==> config.mk <==
export PLATFORM = sky130hd
export DESIGN_NAME = counter_alarm
export DESIGN_NICKNAME = d
export VERILOG_FILES = /design/src/rtl/counter_alarm.sv
export SDC_FILE = /design/constraint.sdc
export NUM_CORES = 1
export LEC_CHECK = 0
export CORE_ASPECT_RATIO = 2
export CORE_MARGIN = 2
export CORE_UTILIZATION = 50
export CTS_CLUSTER_DIAMETER = 50
export DETAILED_ROUTE_END_ITERATION = 8
export GPL_TIMING_DRIVEN = 1
export PLACE_DENSITY = 0.87
export SYNTH_ARGS = -nofsm -noshare
export SYNTH_HDL_FRONTEND = slang
export SYNTH_SLANG_ARGS = --single-unit
==> constraint.sdc <==
create_clock -name clk -period 3.58 [get_ports clk]
set_clock_uncertainty 0.1 [all_clocks]
set_input_delay 0.716 -clock clk [delete_from_list [all_inputs] [get_ports clk]]
set_output_delay 0.716 -clock clk [all_outputs]
set_load 0.02 [all_outputs]
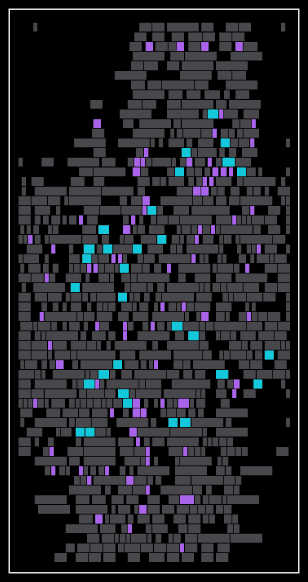
**Above:** selected gate families.
non-inverting ao/oa cells -> cyan  # cells 30, most used a21o_1
nor cells -> purple  # cells 82, most used nor2_1
fin cells: 950
Comb area share: 49.5%
most used logic cell in the final layout: clkdlybuf4s50_1

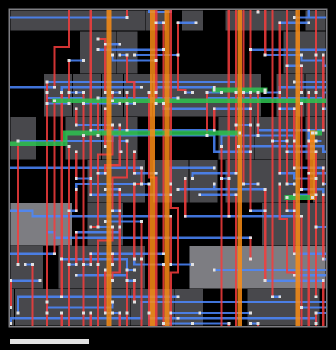
**Above:** zoomed window.
Bar = 5 um. Window x 31 to 51, y 101 to 121 um. Cells in grey, sequential cells in the stronger grey; small squares are vias.
M1 -> blue
M3 -> green
M4 -> orange
M2 -> red
sequential cells in the window = 1
cells with their middle in the window = 31
most frequent = a21oi_1 (4)

==> flow_metrics.tcl <==
# place-and-route summary
set metrics [dict create \
    route.vias.total 5601 \
    top_cells_by_count "dfrtp_1 (76), a21oi_1 (71), nand2_1 (68)" \
    hp-class "register to register" \
    layout.area.seq_sq_mm 0.00190 \
    clock_sinks 76 \
    stdcell_area_sq_mm 0.00750 \
    grt_pass1_vias 5568 \
    buffers_excl_clock 123 \
    ys_seq_share_pct 31.9 \
    top_area_share_pct 31.9 \
    cp_max_fo 30 \
    root_buffer "clkbuf_16" \
    drt_pass1_iterations 5 \
    nFillCells 930 \
    ys_ff 76 \
    startpoint_type "input port" \
    portBuffers 113 \
    cts_tree "yes" \
    synth_area_leader_cell "dfrtp_1" \
    initCoreUtil_pct 51.0 \
    arrival_ps 3440 \
    cp_slowest_cell "clkdlybuf4s50_1" \
    avgSynthCellArea_sq_um 8.66 \
    inverters 37 \
    area_growth_pct 25.7 \
    worst_pin_slew_ps 1000 \
    dp_hpwl_um 12600 \
    drv_cap 0 \
    reg2reg_setup_slack_ps 280 \
    wl_per_cell_um 17.0 \
    antenna_found_initial 0 \
    simple_gate_share_pct 16.1 \
    max_freq_ghz 0.300 \
    fin_setup_tns_ps 0 \
    final_nets 965 \
    period_needed_ps 3330 \
    clock_latency_ps 340 \
    post-route-util_pct 64.1 \
    rsz0062_at_grt "no" \
    die_area_sq_mm 0.0129 \
    overflow 0 \
    ioPinCount 146 \
    dr.first_iter.drc_count 366 \
    placed_cell_area_sq_mm 0.00714 \
    status "complete, no violations" \
    yosysUniqueCellTypes 59 \
    place_ws_ps -89.0 \
    clkTransAtPathRegs_ps 60 \
    num-multi-input-gates 553 \
    edf_count 0 \
    ant_nets 0 \
    nonClkBufAreaFrac_pct 16.0 \
    top_logic_kind "AND-OR/OR-AND gates" \
    ff_count 76 \
    synth-area-yosys_sq_mm 0.00597 \
    synthCells 689 \
    die_h_um 159 \
    num_antenna_cells 0 \
    nWellTaps 145 \
    xor_area_share_pct 3.96 \
    finalSetupViolations 0 \
    seq_share_pct 25.3 \
    cts_buffer_depth 2 \
    dominant_cells "combinational gates" \
    clock_area_share_pct 4.80 \
    nClkBuffers 11 \
    holdBufCountCts 0 \
    cp_slowest_stage_delay_ps 400 \
    warnings 26 \
    gp_congestion 0.945 \
    layout_setup_ws_ps 251 \
    fin_crit_sh_pct 93.0 \
    drc 0 \
]
-- cells in the final DEF, fill, tap and decap left out, types with 3 or more instances in the layout --
cell type	synthesis	layout
clkdlybuf4s50_1	0	112
dfrtp_1	76	76
a21oi_1	71	71
nand2_1	68	68
ha_1	62	62
nor2_1	57	56
o21ai_0	45	45
inv_1	37	37
conb_1	1	32
mux2_2	31	31
a21o_1	16	16
xnor2_1	15	15
a31oi_1	15	15
nand4_1	13	13
nor4_1	12	12
xor2_1	12	12
buf_4	32	11
nand3_1	10	10
and3_1	9	9
clkbuf_16	0	9
nand2b_1	6	6
nor2b_1	6	6
nor3_1	6	6
a211oi_1	5	5
nand3b_1	5	5
o211ai_1	4	4
and2_1	3	3
o21ai_1	3	3
a211o_1	3	3
or2_2	2	3
a31o_2	3	3
o21a_1	3	3
o31a_1	3	3
o22ai_1	3	3
bufinv_16	0	3
-- through the flow --
stage	hold WS, ps	cells	total power, mW
global placement	397	934	6.05
detailed placement	402	934	6.16
finish	412	950	7.33
CTS	416	950	7.30
global route	433	950	7.97
floorplan	320	720	5.05
-- metal layers --
| layer | up-vias | share of wire [%] | global-route usage [%] |
|---|---|---|---|
| met5 | - | 0 | 0 |
| met4 | 0 | 7.7 | 19.3 |
| met3 | 77 | 4.6 | 3.97 |
| met2 | 221 | 53 | 47.5 |
| met1 | 2653 | 35 | 26.3 |
| li1 | 2650 | - | - |
-- worst max-delay path: cells and delay by family --
kind | cells | cell delay (ps)
fa+ha+maj | 1 | 310
buf+inv | 2 | 650
compound gates | 7 | 1210
mux | 1 | 200
simple gates | 1 | 330
-- report_power, final --
group	total [mW]	switching, mW	internal [mW]
registers	1.57	0.333	1.24
logic	4.67	2.62	2.05
clock network	1.09	0.368	0.722
total	7.33	3.32	4.01
Power figures rest on the tool's default switching activity, not on a simulated workload.
